### Routed metal, one color a layer, run 1

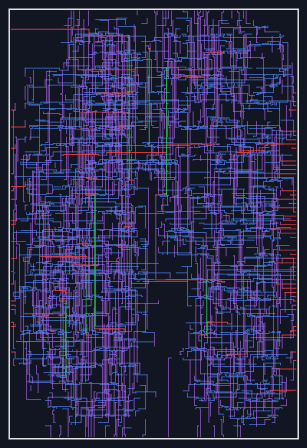
### Ports around the boundary, run 1

Pins as bars across the die edge, other pins in gray.
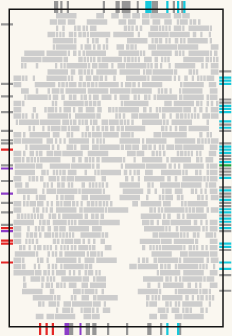
### Logic cells by family, run 1

Scale bar: 20 um.
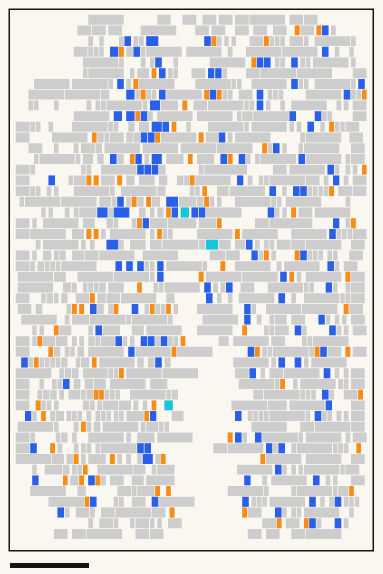
### Clock wiring as the flow saved it, run 1

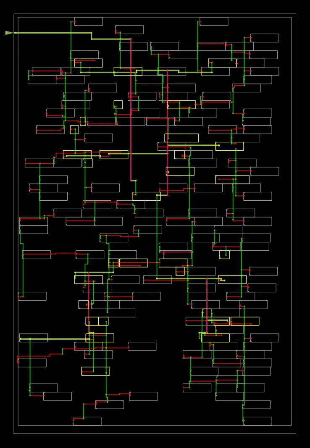
[config.mk]
export PLATFORM = sky130hd
export DESIGN_NAME = stim_playback_ctrl_flat
export DESIGN_NICKNAME = d
export VERILOG_FILES = /design/src/rtl/stim_playback_ctrl_pkg.sv /design/src/rtl/stim_playback_ctrl_if.sv /design/src/rtl/stim_playback_ctrl_skid_fifo.sv /design/src/rtl/stim_playback_ctrl.sv /design/src/flat_wrapper.sv
export SDC_FILE = /design/constraint.sdc
export NUM_CORES = 1
export LEC_CHECK = 0
export ABC_AREA = 1
export CORE_ASPECT_RATIO = 1.5
export CORE_UTILIZATION = 54
export CTS_CLUSTER_DIAMETER = 80
export DETAILED_ROUTE_END_ITERATION = 8
export HOLD_SLACK_MARGIN = 0.05
export PLACE_DENSITY = 0.81
export SLEW_MARGIN = 20
export SYNTH_ARGS = -nofsm -noshare
export SYNTH_HDL_FRONTEND = slang
export SYNTH_SLANG_ARGS = --single-unit
[constraint.sdc]
create_clock -name clk -period 6.1 [get_ports clk]
set_input_delay 1.22 -clock clk [delete_from_list [all_inputs] [get_ports clk]]
set_output_delay 1.22 -clock clk [all_outputs]
set_load 0.005 [all_outputs]
[src/rtl/stim_playback_ctrl_pkg.sv]
// Shared types and default widths for the stimulus playback controller.
package stim_playback_ctrl_pkg;

    localparam int DEF_ADDR_W = 6;
    localparam int DEF_DATA_W = 32;
    localparam int DEF_CNT_W  = 8;
    localparam int DEF_GAP_W  = 8;

    // Output buffer depth; also the read-credit limit.
    localparam int FIFO_DEPTH = 2;

    typedef enum logic [1:0] {
        IDLE  = 2'd0,
        FETCH = 2'd1,
        GAP   = 2'd2,
        DRAIN = 2'd3
    } state_e;

    // Words that will still be held after this cycle: buffered words not
    // leaving this cycle plus the read already in flight.
    function automatic logic [2:0] credits_used(input logic [1:0] count,
                                                input logic       pop,
                                                input logic       inflight);
        return 3'(count) - 3'(pop) + 3'(inflight);
    endfunction

endpackage

[src/rtl/stim_playback_ctrl_if.sv]
// Valid/ready word stream from the playback controller to its consumer.
interface stim_playback_ctrl_if
    import stim_playback_ctrl_pkg::*;
#(
    parameter int DATA_W = DEF_DATA_W
);
    logic [DATA_W-1:0] out_data;
    logic              out_strobe;
    logic              out_last;
    logic              out_valid;
    logic              out_ready;

    modport master (
        output out_data, out_strobe, out_last, out_valid,
        input  out_ready
    );

    modport slave (
        input  out_data, out_strobe, out_last, out_valid,
        output out_ready
    );
endinterface

[src/rtl/stim_playback_ctrl_skid_fifo.sv]
// Two-entry FIFO holding ROM words between the read port and the stream.
module stim_playback_ctrl_skid_fifo #(
    parameter int WIDTH = 34
) (
    input  logic             clk,
    input  logic             rst,
    input  logic             push,
    input  logic             pop,
    input  logic             flush,
    input  logic [WIDTH-1:0] entry,
    output logic [WIDTH-1:0] head,
    output logic [1:0]       count
);
    logic [WIDTH-1:0] mem [2];
    logic             wr_ptr;
    logic             rd_ptr;
    logic             do_push;
    logic             do_pop;

    assign do_pop  = pop && (count != 2'd0);
    assign do_push = push && ((count != 2'd2) || do_pop);
    assign head    = mem[rd_ptr];

    // Storage, pointers and occupancy; flush empties without touching data.
    always_ff @(posedge clk or negedge rst) begin
        if (!rst) begin
            // NOTE: the storage is reset too, because the stream data outputs
            // come straight from the head entry and must read zero in reset.
            mem[0] <= '0;
            mem[1] <= '0;
            wr_ptr <= 1'b0;
            rd_ptr <= 1'b0;
            count  <= 2'd0;
        end else if (flush) begin
            wr_ptr <= 1'b0;
            rd_ptr <= 1'b0;
            count  <= 2'd0;
        end else begin
            // NOTE: non-blocking assignments so every register here updates
            // from the pre-edge values, independent of statement order.
            if (do_push) begin
                mem[wr_ptr] <= entry;
                wr_ptr      <= ~wr_ptr;
            end
            if (do_pop) begin
                rd_ptr <= ~rd_ptr;
            end
            count <= count + 2'(do_push) - 2'(do_pop);
        end
    end
endmodule

[src/rtl/stim_playback_ctrl.sv]
// Plays a programmed window of a synchronous stimulus ROM onto a valid/ready
// stream: base/length/repeat/gap are latched on start, passes are separated
// by idle gaps, and at most two words are ever buffered or in flight.
module stim_playback_ctrl
    import stim_playback_ctrl_pkg::*;
#(
    parameter int ADDR_W = DEF_ADDR_W,
    parameter int DATA_W = DEF_DATA_W,
    parameter int CNT_W  = DEF_CNT_W,
    parameter int GAP_W  = DEF_GAP_W
) (
    input  logic                 clk,
    input  logic                 rst,
    input  logic                 start,
    input  logic                 abort,
    input  logic [ADDR_W-1:0]    cfg_base,
    input  logic [ADDR_W-1:0]    cfg_len,
    input  logic [CNT_W-1:0]     cfg_repeat,
    input  logic [GAP_W-1:0]     cfg_gap,
    output logic                 rom_en,
    output logic [ADDR_W-1:0]    rom_addr,
    input  logic [DATA_W-1:0]    rom_data,
    input  logic                 rom_strobe,
    stim_playback_ctrl_if.master stream,
    output logic                 busy,
    output logic                 done
);
    state_e            state;
    state_e            state_next;

    logic [ADDR_W-1:0] prog_base;
    logic [ADDR_W-1:0] prog_len;
    logic [CNT_W-1:0]  prog_repeat;
    logic [GAP_W-1:0]  prog_gap;

    logic [ADDR_W-1:0] word_cnt;
    logic [CNT_W-1:0]  pass_cnt;
    logic [GAP_W-1:0]  gap_cnt;
    logic              inflight;
    logic              inflight_last;

    logic              load;
    logic              finish;
    logic              last_word;
    logic              final_pass;
    logic              credit_ok;
    logic              pop;
    logic              push;
    logic [1:0]        fifo_count;
    logic [DATA_W+1:0] fifo_head;

    assign last_word  = (word_cnt == prog_len);
    assign final_pass = (prog_repeat != '0) && (pass_cnt == prog_repeat - CNT_W'(1));
    assign pop        = stream.out_valid && stream.out_ready;
    assign credit_ok  = credits_used(fifo_count, pop, inflight) < 3'(FIFO_DEPTH);
    assign push       = inflight && !abort;
    assign rom_addr   = prog_base + word_cnt;
    assign busy       = (state != IDLE);

    // State register.
    always_ff @(posedge clk or negedge rst) begin
        if (!rst) begin
            state <= IDLE;
        end else begin
            state <= state_next;
        end
    end

    // Next state, ROM read enable and load/finish strobes; abort wins over all.
    always_comb begin
        // NOTE: every output of this block gets a default first, so no path
        // through the case leaves one unassigned and infers a latch.
        state_next = state;
        rom_en     = 1'b0;
        load       = 1'b0;
        finish     = 1'b0;
        if (abort) begin
            state_next = IDLE;
        end else begin
            unique case (state)
                IDLE: begin
                    if (start) begin
                        load       = 1'b1;
                        state_next = FETCH;
                    end
                end
                FETCH: begin
                    rom_en = credit_ok;
                    if (credit_ok && last_word) begin
                        if (final_pass) begin
                            state_next = DRAIN;
                        end else if (prog_gap != '0) begin
                            state_next = GAP;
                        end
                    end
                end
                GAP: begin
                    if (gap_cnt == GAP_W'(1)) begin
                        state_next = FETCH;
                    end
                end
                DRAIN: begin
                    if (!inflight && (fifo_count == 2'd1) && pop) begin
                        finish     = 1'b1;
                        state_next = IDLE;
                    end
                end
                default: state_next = IDLE;
            endcase
        end
    end

    // Program latch, word/pass/gap counters, read tracking and done pulse.
    always_ff @(posedge clk or negedge rst) begin
        if (!rst) begin
            prog_base     <= '0;
            prog_len      <= '0;
            prog_repeat   <= '0;
            prog_gap      <= '0;
            word_cnt      <= '0;
            pass_cnt      <= '0;
            gap_cnt       <= '0;
            inflight      <= 1'b0;
            inflight_last <= 1'b0;
            done          <= 1'b0;
        end else begin
            inflight      <= rom_en;
            inflight_last <= rom_en && last_word;
            done          <= finish;
            if (load) begin
                prog_base   <= cfg_base;
                prog_len    <= cfg_len;
                prog_repeat <= cfg_repeat;
                prog_gap    <= cfg_gap;
                word_cnt    <= '0;
                pass_cnt    <= '0;
                gap_cnt     <= '0;
            end else if (rom_en) begin
                if (last_word) begin
                    word_cnt <= '0;
                    gap_cnt  <= prog_gap;
                    // Saturates so repeat-until-abort never wraps the count.
                    if (!final_pass && (pass_cnt != '1)) begin
                        pass_cnt <= pass_cnt + CNT_W'(1);
                    end
                end else begin
                    word_cnt <= word_cnt + ADDR_W'(1);
                end
            end else if ((state == GAP) && !abort) begin
                gap_cnt <= gap_cnt - GAP_W'(1);
            end
        end
    end

    stim_playback_ctrl_skid_fifo #(
        .WIDTH (DATA_W + 2)
    ) u_fifo (
        .clk   (clk),
        .rst   (rst),
        .push  (push),
        .pop   (pop),
        .flush (abort),
        .entry ({rom_data, rom_strobe, inflight_last}),
        .head  (fifo_head),
        .count (fifo_count)
    );

    assign stream.out_valid  = (fifo_count != 2'd0);
    assign stream.out_data   = fifo_head[DATA_W+1:2];
    assign stream.out_strobe = fifo_head[1];
    assign stream.out_last   = fifo_head[0] && stream.out_valid;
endmodule

[src/flat_wrapper.sv]
// flat-port wrapper written by rule: the top's interface ports become plain ports
module stim_playback_ctrl_flat import stim_playback_ctrl_pkg::*;
#(
    parameter int ADDR_W = DEF_ADDR_W,
    parameter int DATA_W = DEF_DATA_W,
    parameter int CNT_W  = DEF_CNT_W,
    parameter int GAP_W  = DEF_GAP_W
)
  (clk, rst, start, abort, cfg_base, cfg_len, cfg_repeat, cfg_gap, rom_en, rom_addr, rom_data, rom_strobe, busy, done, stream_out_data, stream_out_strobe, stream_out_last, stream_out_valid, stream_out_ready);
  stim_playback_ctrl_if #(.DATA_W(DATA_W)) stream_i ();
  input  logic clk;
  input  logic rst;
  input  logic start;
  input  logic abort;
  input  logic [ADDR_W-1:0] cfg_base;
  input  logic [ADDR_W-1:0] cfg_len;
  input  logic [CNT_W-1:0] cfg_repeat;
  input  logic [GAP_W-1:0] cfg_gap;
  output logic rom_en;
  output logic [ADDR_W-1:0] rom_addr;
  input  logic [DATA_W-1:0] rom_data;
  input  logic rom_strobe;
  output logic busy;
  output logic done;
  output wire logic [$bits(stream_i.out_data)-1:0] stream_out_data;
  output wire logic [$bits(stream_i.out_strobe)-1:0] stream_out_strobe;
  output wire logic [$bits(stream_i.out_last)-1:0] stream_out_last;
  output wire logic [$bits(stream_i.out_valid)-1:0] stream_out_valid;
  input wire logic [$bits(stream_i.out_ready)-1:0] stream_out_ready;
  assign stream_out_data = stream_i.out_data;
  assign stream_out_strobe = stream_i.out_strobe;
  assign stream_out_last = stream_i.out_last;
  assign stream_out_valid = stream_i.out_valid;
  assign stream_i.out_ready = stream_out_ready;
  stim_playback_ctrl #(.ADDR_W(ADDR_W), .DATA_W(DATA_W), .CNT_W(CNT_W), .GAP_W(GAP_W)) u_core (.clk(clk), .rst(rst), .start(start), .abort(abort), .cfg_base(cfg_base), .cfg_len(cfg_len), .cfg_repeat(cfg_repeat), .cfg_gap(cfg_gap), .rom_en(rom_en), .rom_addr(rom_addr), .rom_data(rom_data), .rom_strobe(rom_strobe), .stream(stream_i), .busy(busy), .done(done));
endmodule
==> deck_impl_summary.md, run 1 <==
Key Metrics from the Run

Setup path
  – Reg-to-Reg End: u_core.gap_cnt[7]$_DFFE_PN0P_
  – Cell depth of the worst setup path: 11
  – CP required: between 4 and 5 ns
  – Slowest cell on the critical path: clkdlybuf4s50_1
  – Crit path max-delay family: buffers and inverters
  – Worst Setup EP: rom_en
  – Worst Setup End Kind: output port
  – CP peak stage delay: 0.52 ns
  – CP Launch Type: input port
  – Worst R2R Path Depth: 13
  – Buffers & Inverters on Critical Path: 4
  – Crit-path cells: clkdlybuf4s50_1 -> inv_1 -> nor2_1 -> ha_1 -> or2_2 -> fa_1 -> o21ai_1 -> a21oi_2 -> nand2_2 -> inv_2 -> clkdlybuf4s50_1
  – FF-to-FF Start: u_core.u_fifo.count[1]$_DFF_PN0_
  – Critical Path AT: ~4.2 ns
  – Setup crit start: stream_out_ready
  – Critical Path Fanout Max: 11

Synth
  – Area leader share: between 40 and 50%
  – Synthesized-area fraction occupied by adder cells: between 3 and 4%
  – YS warnings: 0
  – Synthesized area per cell: a little under 8 sq um
  – Mapped cell area: approximately 6600 sq um
  – Synth Flop Type: dfrtp_1
  – Top cells by area: dfrtp_1, nand2_1, o21ai_0, inv_1, ha_1
  – Dominant comb cell: simple AND/OR/NAND/NOR gates
  – AO/OA Area Share: roughly a tenth
  – Fraction of registers with async set/reset: 100%
  – Synth area leader: dfrtp_1
  – Number of flops mapped to enable cells by yosys: 0
  – MUX share of area: 0%
  – Seq cells post-synth: approximately 130
  – # Cells Yosys: 849
  – XORs/XNORs by Area: about 2.4%
  – Basic Gates by Area: approximately 28%
  – Post-synthesis cell count: around 850
  – Floorplan Nets: just over 900
  – Yosys cell types: between 40 and 50
  – Register area share after synthesis: 48.4%
  – Yosys Chip Area: ~6600 sq um

GRT
  – Total gr overflow: 0
  – Initial antenna violation count: 0
  – Largest net degree at the start of global routing: between 70 and 80
  – Vias in the first global route: 5423
  – Total GRT Usage: 25.4%
  – First-pass GRT wire length: about 25000 um

Floorplan
  – Core Box Area: roughly 12000 sq um
  – Std cell rows: ~49
  – Initial Util: 55.2%
  – Top Ports: between 100 and 150
  – Die area: 12600 sq um

Power and ir drop
  – PD cells: 477 nW/um^2
  – Design Power: 3.96 mW
  – Comb power frac: 40.1%
  – Sw frac: between 30% and 40%
  – Cell Int Power: between 2 and 3 mW
  – Worst IR Drop VDD: between 0.2 and 0.3 mV
  – Sequential group share of total power: between 30% and 40%
  – Clk network pwr share: 25.6%
  – Switching power: between 1 and 1.5 mW
  – Static Leakage: about 4.2 nW

Timing
  – Accumulated negative setup slack: 0 ns
  – Worst slew pin tran: around 1.1 ns
  – Final Hold Vio Count: 0
  – # setup viols final: 0
  – RSZ-0062 raised after global routing: false
  – Max Slew Vio Count: 0
  – Fin crit period: around 5.4 ns
  – Fin worst setup slack: roughly 0.69 ns
  – Max Clock Freq: ~180 MHz
  – Relative slew margins: 28.2%

Layout
  – Share of cells above drive strength 1: under 10%
  – Synth-to-Final Area Change: 26.4%
  – Final Non-Filler Cells: approximately 1100
  – Top cell excl fill/tap: nand2_1
  – Top logic cells by instance count in the layout: nand2_1, dfrtp_1, clkdlybuf4s50_1
  – Fill cell count: slightly below 1000

Drt
  – DR WL/cell: about 14 um
  – 1st-pass router iterations: 5
  – Drt total wl: about 15000 um
  – DR vias: approximately 5700
  – DR vias/cell: between 5 and 6
  – Initial detailed-routing violation count: around 270
  – DRC Markers: 0
  – Routed Antenna Nets: 0

CTS
  – Root buffer cell: clkbuf_16
  – CTS sink count: between 100 and 150
  – Worst-Skew Late Latency: around 0.42 ns
  – Post-CTS Setup Inserts: 0
  – Hold buffers post-CTS: 0
  – Worst-path clk slew: 0.06 ns
  – Clock Path Buffers: 2
  – H-Tree Depth: 4
  – CTS tree: yes
  – CTS resizes: 0

Placed design
  – Dpl cells: 1081
  – Hpwl dp: slightly above 10000 um
  – RD Place Congestion: 0.890
  – DP Worst Slack: around 0.7 ns

Run
  – Tool warnings: 28
  – MaxCap Viol Count: 0

Min path
  – HP Start: u_core.prog_base[4]$_DFFE_PN0P_
  – Hold Path Class: reg2reg

Status
  – Run status: finished, final reports clean
-- 'Routed metal, one color a layer' (at the start) --
M1: marked blue, wire length 6140 um. M3: marked red, wire length 613 um. M2: marked purple, wire length 8130 um. M4: marked green, wire length 247 um.

-- 'Ports around the boundary' (at the start) --
`stream_out_valid`: marked green, pins 1, direction output, edge right. `cfg_repeat`: marked red, pins 8, direction input, edge 5 left, 3 bottom. `cfg_base`: marked purple, pins 6, direction input, edge 3 bottom, 3 left. `stream_out_data`: marked cyan, pins 32, direction output, edge 24 right, 6 top, 2 bottom.
All pins by edge: 47 right, 23 top, 20 left, 20 bottom.
Die X: 92.1 um
die height: 137 um
PortBufs: 109

-- 'Logic cells by family' (at the start) --
and/or cells: marked cyan, cells 3. aoi and oai cells: marked blue, cells 129, most used o21ai_0. inv cells: marked orange, cells 96, most used inv_1, where widely spread.

-- 'Clock wiring as the flow saved it' (at the start) --
seq_cells: 127
CTS buffer count: 17
Final Skew: 0.00705 ns

run 1: synthesized netlist by cell type (12+ instances only):
cell type,count
nand2_1,315
dfrtp_1,127
inv_1,89
o21ai_0,86
nor2_1,45
nand3_1,32
a21oi_1,18
clkbuf_1,17
ha_1,14
xor2_1,14
o21ai_1,12
run 1: kinds of logic after synthesis:
group           count (synthesis)
buf+inv                       128
compound gates                129
xor+xnor                       18
simple gates                  431
flops                         127
fa+ha+maj                      16
run 1: power groups by stage:
| stage | combinational (mW) | clock [mW] | sequential, mW |
|---|---|---|---|
| floorplan | 0.982 | 0 | 1.31 |
| global placement | 1.54 | 0 | 1.35 |
| detailed placement | 1.58 | 0 | 1.37 |
| CTS | 1.60 | 1.03 | 1.36 |
| global route | 1.79 | 1.06 | 1.39 |
| finish | 1.59 | 1.01 | 1.36 |
run 1: layout make-up:
cell class                      instances  area [sq um]  area share, %
Clock buffer                           18           439           5.29
Clock inverter                         14           159           1.91
Inverter                               96           360           4.34
Multi-Input combinational cell        594          2870           34.6
Sequential cell                       127          3180           38.3
Tap cell                              153           191           2.31
Timing Repair Buffer                  111          1100           13.3
run 1: worst min path at each step:
stage          cells past startpoint                                end
2_1_floorplan                      2    u_core.prog_base[0]$_DFFE_PN0P_
3_3_place_gp                       2  u_core.u_fifo.mem[26]$_DFFE_PN0P_
3_5_place_dp                       2    u_core.prog_base[4]$_DFFE_PN0P_
4_1_cts                            2    u_core.prog_base[4]$_DFFE_PN0P_
5_1_grt                            2   u_core.u_fifo.mem[7]$_DFFE_PN0P_
6_report                           2    u_core.prog_base[4]$_DFFE_PN0P_
run 1: sequential cells by signal, summed over array words and instances (netlist names):
name	flops
u_core.word_cnt	6
u_core.u_fifo.wr_ptr	1
u_core.prog_base	6
u_core.state	2
u_core.u_fifo.mem	68
u_core.u_fifo.rd_ptr	1
u_core.inflight_last	1
u_core.u_fifo.count	2
u_core.done	1
u_core.inflight	1
u_core.prog_repeat	8
u_core.pass_cnt	8
u_core.prog_gap	8
u_core.prog_len	6
u_core.gap_cnt	8
run 1: per-layer routing:
metal / track usage [%] / wire length (um) / vias to the layer above
li1: - / - / 2874
met1: 29.3 / 6140 / 2674
met2: 46.7 / 8130 / 150
met3: 5.33 / 613 / 21
met4: 8.33 / 246 / 0
met5: 0 / 0 / -
run 1: stage by stage:
stage | util [%] | hold slack (ns) | instance area, sq um
after CTS | 69.8 | 0.486 | 8300
final | 69.8 | 0.481 | 8300
after detailed placement | 64.7 | 0.470 | 7700
after global routing | 69.8 | 0.506 | 8300
after floorplan | - | 0.453 | 6570
after global placement | 64.7 | 0.466 | 7700
run 1: worst register-to-register path, cell delays in order, from the launching register on:
cell and delay [ns]:
dfrtp_1 0.51, nor2_1 0.14, nor2_1 0.23, ha_1 0.27, or2_2 0.30, fa_1 0.48, o21ai_1 0.07, a21oi_2 0.19
nand2_2 0.19, nand2_4 0.21, nand2_2 0.10, nand2_2 0.22, nand2_1 0.13, o22ai_1 0.18
### Sequential cells colored by netlist name, run 1

Other sequential cells in the stronger gray, the rest of the logic in the fainter gray.
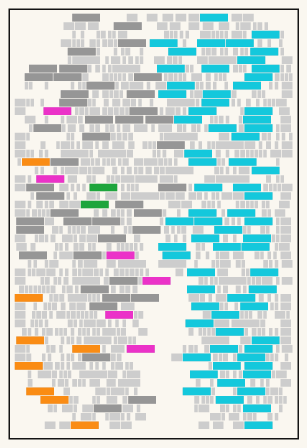

==> run 2, diff against run 1 <==
CAP_MARGIN = 20   (was unset)
DONT_BUFFER_PORTS = 1   (was unset)
GPL_TIMING_DRIVEN = 0   (was unset)
PLACE_DENSITY = 0.69   (was 0.81)
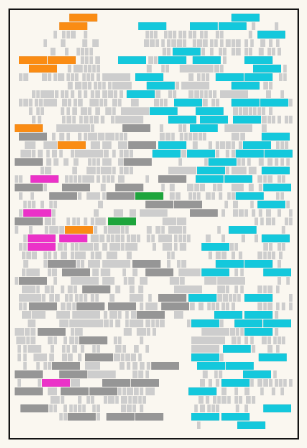
*Sequential cells colored by netlist name, run 2*
Other sequential cells in the stronger gray, the rest of the logic in the fainter gray.
`u_core.prog_len`: marked magenta, sequential cells 6, where middle left. `u_core.state`: marked green, sequential cells 2. `u_core.prog_repeat`: marked orange, sequential cells 8, where upper left. `u_core.u_fifo.mem`: marked cyan, sequential cells 68.
Another 43 sequential cells are not colored.

==> deck_impl_summary.md, run 2 <==
Key Metrics from the Run

Status
  – Run status: finished, final reports clean

Setup path
  – Critical Path AT: 3.26 ns (-0.93 ns)
  – CP peak stage delay: 0.48 ns (-0.04 ns)
  – Crit path max-delay family: adder cells
  – CP required: 4.88 ns (about the same)
  – Reg-to-Reg End: u_core.gap_cnt[6]$_DFFE_PN0P_
  – Critical path type: in2out
  – CP Launch Type: input port
  – Worst R2R Path Depth: 14 (+1)
  – Slowest cell on the critical path: fa_1
  – Worst Setup End Kind: output port
  – Crit-path cells: inv_1 -> nor2_1 -> ha_1 -> or2_2 -> fa_1 -> o21ai_1 -> a21oi_2 -> nand2_2 -> buf_6 -> inv_2
  – Buffers & Inverters on Critical Path: 3 (-1)
  – Critical Path Fanout Max: 10 (-1)

Synth
  – Top cells by area: dfrtp_1, nand2_1, o21ai_0, inv_1, ha_1
  – Post-synth top cells: nand2_1, dfrtp_1, inv_1
  – Synthesized area per cell: 7.74 sq um (unchanged)
  – Synth area leader: dfrtp_1
  – Floorplan Nets: 931 (unchanged)
  – Seq cells post-synth: 127 (unchanged)
  – Yosys cell types: 41 (unchanged)
  – # Cells Yosys: 849 (unchanged)
  – Post-synthesis cell count: 849 (unchanged)
  – YS warnings: 0 (unchanged)
  – Synth top cell by count: nand2_1
  – Area leader share: 48.4% (unchanged)
  – Number of flops mapped to enable cells by yosys: 0 (unchanged)
  – Fraction of registers with async set/reset: 100% (unchanged)
  – Synth Flop Type: dfrtp_1
  – Mapped cell area: 6570 sq um (unchanged)
  – Yosys Chip Area: 6570 sq um (unchanged)

Drt
  – Initial detailed-routing violation count: 243 (-9.3%)
  – DR WL/cell: 14.8 um (+8.8%)
  – DR vias/cell: 5.29 (+2.9%)
  – Routed Antenna Nets: 0 (unchanged)
  – 1st-pass router iterations: 5 (unchanged)
  – Drt total wl: 15300 um (+1.1%)
  – DRC Markers: 0 (unchanged)
  – DR vias: 5466 (-4.4%)

Layout
  – Final Non-Filler Cells: 1034 (-7.1%)
  – Max reg flops: 68 (unchanged)
  – Final Util: 62.2% (-7.6 points)
  – Share of cells above drive strength 1: 8.97% (+1.7 points)
  – Fill cell count: 1058 (+8.2%)
  – Top logic cells by instance count in the layout: nand2_1, dfrtp_1, inv_1
  – Post-route cell area: 7400 sq um (-11%)
  – Biggest register: u_core.u_fifo.mem
  – Synth-to-Final Area Change: 12.6%
  – Top cell excl fill/tap: nand2_1

Timing
  – Final Hold Vio Count: 0 (unchanged)
  – Worst slew pin tran: 0.519 ns (-0.551 ns)
  – Accumulated negative setup slack: 0 ns (unchanged)
  – # setup viols final: 0 (unchanged)
  – Max Clock Freq: 223 MHz (+21%)
  – Fin worst setup slack: 1.62 ns (+0.931 ns)
  – Final Skew: 0.00973 ns (+0.00268 ns)
  – Hold WS: 0.486 ns (+0.00514 ns)
  – Max Slew Vio Count: 0 (unchanged)
  – Relative slew margins: 65.4% (+37 points)
  – Fin crit period: 4.48 ns (-0.931 ns)
  – RSZ-0062 raised after global routing: false

CTS
  – CTS sink count: 127 (unchanged)
  – CTS resizes: 0 (unchanged)
  – Worst-path clk slew: 0.06 ns (about the same)
  – Worst-Skew Late Latency: 0.41 ns (about the same)
  – CTS buffer count: 17 (unchanged)
  – Post-CTS Setup Inserts: 0 (unchanged)
  – H-Tree Depth: 4 (unchanged)
  – Root buffer cell: clkbuf_16
  – Clock Path Buffers: 2 (unchanged)

Power and ir drop
  – Design Power: 3.68 mW (-7.1%)
  – Static Leakage: 3.85 nW (-8.2%)
  – PD cells: 497 nW/um^2 (+4.2%)
  – Worst IR Drop VDD: 0.310 mV (+17%)

Floorplan
  – Die area: 12600 sq um (unchanged)
  – Initial Util: 55.2% (unchanged)
  – Core Box Area: 11900 sq um (unchanged)
  – Std cell rows: 49 (unchanged)
  – Die X: 92.1 um (unchanged)
  – Die height: 137 um (unchanged)
  – Top Ports: 110 (unchanged)

Placed design
  – RD Place Congestion: 0.870 (-2.2%)
  – PortBufs: 0 (-100%)
  – Dpl cells: 1002 (-7.3%)
  – Placement Cell Area: 6760 sq um (-12%)
  – Hpwl dp: 11000 um (+7.2%)
  – DP Worst Slack: 1.63 ns (+0.913 ns)

GRT
  – Largest net degree at the start of global routing: 128 (+80%)
  – Total gr overflow: 0 (unchanged)
  – Total GRT Usage: 25.5% (+0.029 points)
  – Initial antenna violation count: 0 (unchanged)
  – Vias in the first global route: 5358 (-1.2%)
  – First-pass GRT wire length: 25100 um (+0.80%)

Min path
  – Worst Hold End: u_core.u_fifo.mem[66]$_DFFE_PN0P_
  – Hold Path Class: reg2reg
  – HP Start: u_core.u_fifo.mem[66]$_DFFE_PN0P_

Run
  – MaxCap Viol Count: 0 (unchanged)
  – Tool warnings: 30 (+7.1%)
run 2: cell counts after synthesis:
Identical to the previous run, type by type.
run 2: worst register-to-register path, cell delays in order (launching register included):
cell	delay (ns)
dfrtp_1	0.47
nor2_1	0.28
nor2_1	0.14
ha_1	0.29
or2_2	0.31
fa_1	0.48
o21ai_1	0.08
a21oi_2	0.23
nand2_2	0.12
buf_6	0.16
inv_2	0.13
nand2_1	0.07
o21ai_0	0.10
nand3_1	0.11
o21ai_1	0.08
run 2: worst max path at each step:
| stage | startpoint | to | slack (ns) | cells after the start |
|---|---|---|---|---|
| 2_1_floorplan | stream_out_ready | rom_en | 1.87 | 10 |
| 3_3_place_gp | stream_out_ready | rom_en | 1.68 | 10 |
| 3_5_place_dp | stream_out_ready | rom_en | 1.63 | 10 |
| 4_1_cts | stream_out_ready | rom_en | 1.62 | 10 |
| 5_1_grt | stream_out_ready | rom_en | 1.50 | 10 |
| 6_report | stream_out_ready | rom_en | 1.62 | 10 |
run 2: area by class of cell:
cell class	instances	area (sq um)	share of cell area, %
plain buffers	32	169	2.28
clock buffers	20	457	6.17
clock inverters	12	183	2.47
inverters	96	360	4.87
multi-input cells	594	2860	38.7
flip-flops and latches	127	3180	42.9
well taps	153	191	2.59
run 2: logic make-up after synthesis:
| family | count (synthesis) | synth area share (%) |
|---|---|---|
| AND-OR/OR-AND | 129 | 10.4 |
| flip-flops | 127 | 48.4 |
| buffers and inverters | 128 | 8.06 |
| AND/OR/NAND/NOR | 431 | 27.5 |
| adder cells (fa/ha/maj) | 16 | 3.28 |
| XOR/XNOR | 18 | 2.40 |
run 2: routing by layer:
| metal | up-vias | GRT usage (%) | wire length, um |
|---|---|---|---|
| li1 | 2702 | - | - |
| met1 | 2593 | 28.9 | 6120 |
| met2 | 151 | 47.4 | 8290 |
| met3 | 20 | 4.78 | 649 |
| met4 | 0 | 9.03 | 227 |
| met5 | - | 0 | 0 |
run 2: power by group:
part / internal (mW) / switching [mW]
logic: 0.444 / 0.785
clock network: 0.709 / 0.382
registers: 1.15 / 0.214
### Clock wiring as the flow saved it, run 2

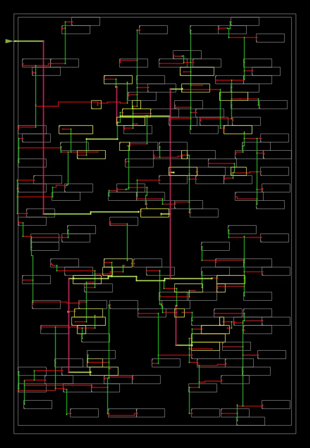

==> run 3, diff against run 2 <==
PLACE_DENSITY = 0.72   (was 0.69)
clock period = 3.8 ns   (was 6.1 ns; I/O delays follow)
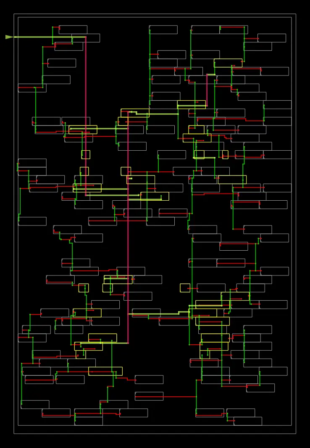
*Clock wiring as the flow saved it, run 3*
CLK BUF: 18
CTS sink count: 127
P_clk: 1.69 mW
Worst-Skew Late Latency: 0.41 ns
Final Skew: 0.00914 ns

==> deck_impl_summary.md, run 3 <==
Key Metrics from the Run

CTS
  – H-Tree Depth: 4 (unchanged)
  – CTS buffer count: 17 (unchanged)
  – Worst-path clk slew: 0.06 ns (about the same)
  – CTS tree: yes
  – Root buffer cell: clkbuf_16
  – Clock Path Buffers: 2 (unchanged)

Run
  – MaxCap Viol Count: 0 (unchanged)
  – Tool warnings: 30 (unchanged)

Synth
  – Area leader share: 48.4% (unchanged)
  – Post-synthesis cell count: 849 (unchanged)
  – Post-synth top cells: nand2_1, dfrtp_1, inv_1
  – Fraction of registers with async set/reset: 100% (unchanged)
  – Number of flops mapped to enable cells by yosys: 0 (unchanged)
  – Seq cells post-synth: 127 (unchanged)
  – YS warnings: 0 (unchanged)
  – Floorplan Nets: 931 (unchanged)
  – Synthesized area per cell: 7.74 sq um (unchanged)
  – Mapped cell area: 6570 sq um (unchanged)
  – Yosys Chip Area: 6570 sq um (unchanged)
  – # Cells Yosys: 849 (unchanged)
  – Synth area leader: dfrtp_1
  – Top cells by area: dfrtp_1, nand2_1, o21ai_0, inv_1, ha_1
  – Synth top cell by count: nand2_1
  – Synth Flop Type: dfrtp_1
  – Register area share after synthesis: approximately half
  – Yosys cell types: 41 (unchanged)

Layout
  – Top cell excl fill/tap: nand2_1
  – Max reg flops: 68 (unchanged)
  – Top logic cells by instance count in the layout: nand2_1, dfrtp_1, inv_1
  – Final Non-Filler Cells: 1039 (+0.48%)
  – Fin nets: 955
  – Share of cells above drive strength 1: 9.93% (+0.97 points)
  – Synth-to-Final Area Change: 13.4%
  – Ant diodes: 0
  – Biggest register: u_core.u_fifo.mem

Floorplan
  – Die area: 12600 sq um (unchanged)
  – Std cell rows: 49 (unchanged)
  – Core Box Area: 11900 sq um (unchanged)
  – Die X: 92.1 um (unchanged)
  – Die height: 137 um (unchanged)
  – Initial Util: 55.2% (unchanged)
  – Top Ports: 110 (unchanged)

Status
  – Run status: finished, final reports clean

Setup path
  – Critical path type: reg2out
  – Slowest cell on the critical path: fa_1
  – Critical Path Fanout Max: 10 (unchanged)
  – FF-to-FF Start: u_core.u_fifo.count[1]$_DFF_PN0_
  – Setup crit start: u_core.u_fifo.count[1]$_DFF_PN0_
  – CP Launch Type: flop
  – Crit-path cells: nor2_4 -> nor2_2 -> ha_1 -> or2_2 -> fa_1 -> o21ai_1 -> a21oi_2 -> nand2_2 -> buf_6 -> inv_2
  – CP peak stage delay: 0.49 ns (about the same)
  – Critical Path AT: 2.88 ns (-0.38 ns)
  – CP required: 3.04 ns (-1.84 ns)
  – Worst Setup End Kind: output port

Power and ir drop
  – PD cells: 794 nW/um^2 (+60%)
  – Static Leakage: 3.88 nW (+0.77%)
  – Worst IR Drop VDD: 0.389 mV (+26%)

Drt
  – DR WL/cell: 14.9 um (+0.79%)
  – DR vias/cell: 5.36 (+1.4%)
  – DRC Markers: 0 (unchanged)
  – Initial detailed-routing violation count: 239 (-1.6%)
  – 1st-pass router iterations: 5 (unchanged)
  – Routed Antenna Nets: 0 (unchanged)
  – Drt total wl: 15500 um (+1.3%)
  – DR vias: 5569 (+1.9%)

Timing
  – Max Slew Vio Count: 0 (unchanged)
  – Final Hold Vio Count: 0 (unchanged)
  – Max Clock Freq: between 200 and 300 MHz
  – RSZ-0062 raised after global routing: false
  – Hold WS: 0.276 ns (-0.210 ns)
  – Final worst-path cycle share: roughly 96%
  – Fin crit period: 3.64 ns
  – Relative slew margins: 57.0% (-8.4 points)
  – Worst slew pin tran: 0.645 ns (+0.126 ns)
  – # setup viols final: 0 (unchanged)
  – Accumulated negative setup slack: 0 ns (unchanged)

GRT
  – Total gr overflow: 0 (unchanged)
  – First-pass GRT wire length: 25500 um (+1.4%)
  – Vias in the first global route: 5555 (+3.7%)
  – Total GRT Usage: 25.8% (+0.36 points)
  – Initial antenna violation count: 0 (unchanged)
  – Largest net degree at the start of global routing: 128 (unchanged)

Placed design
  – RD Place Congestion: 0.949 (+9.0%)
  – Dpl cells: 1002 (unchanged)
  – Hpwl dp: 11000 um (+0.32%)
  – PortBufs: 0 (unchanged)

Min path
  – Hold Path Class: in2async
run 3: cells by family after synthesis:
family	Yosys count	share of synthesized area (%)
buf+inv	128	8.06
flops	127	48.4
fa+ha+maj	16	3.28
xor+xnor	18	2.40
compound gates	129	10.4
simple gates	431	27.5
run 3: repair_timing:
action,4_1_cts,5_1_grt
hold buffers,1,0
endpoints found under the setup margin,1,1
buffers inserted,0,4
gates resized,2,2
hold endpoints to repair,127,0
run 3: where the power goes:
part           internal (mW)  switching, mW
clock network           1.06          0.626
logic                  0.731           1.30
registers               1.84          0.355
total                   3.63           2.28
run 3: metrics by stage:
step                      util (%)  instance area (sq um)  power [mW]  setup WS (ns)
after detailed placement      56.8                   6760        4.17          0.238
final                         62.6                   7450        5.91          0.164
after floorplan                  -                   6570        3.68          0.490
after global routing          62.6                   7450        6.36         0.0494
after global placement        56.8                   6760        4.06          0.340
after CTS                     62.3                   7410        5.92         0.0151
run 3: final timing paths:
check	to	slack, ns	cells past startpoint
max	rom_en	0.16	10
min	u_core.u_fifo.mem[44]$_DFFE_PN0P_	0.28	1
max reg2reg	u_core.gap_cnt[6]$_DFFE_PN0P_	0.91	14
min reg2reg	u_core.u_fifo.mem[56]$_DFFE_PN0P_	0.49	2
max in group asynchronous	u_core.prog_repeat[7]$_DFFE_PN0P_	3.00	1
min in group clk	u_core.u_fifo.count[0]$_DFF_PN0_	0.41	1
run 3: critical path, delay by kind of cell, from the launching register on:
family	cells	cell delay [ns]
adders and majority gates	2	0.77
DFF	1	0.45
and+or+nand+nor	4	0.67
buffers and inverters	2	0.29
AOI/OAI and AO/OA	2	0.28
run 3: routing by layer:
layer  global-route usage (%)  up-vias  wire (um)
met1                     29.0     2641       6190
met2                     46.6      171       8160
met3                     6.11       37        767
li1                         -     2720          -
met4                     10.7        0        371
met5                        0        -          0
run 3: area by class of cell:
class	count	area, sq um
buffer	32	169
clock buffer	18	439
clock inverter	14	180
fill	1068	4440
inverter	96	360
multi-input combinational	594	2870
sequential	127	3180
tap	153	191
timing repair buffer	5	57.6
Power and IR drop assume default switching activity.
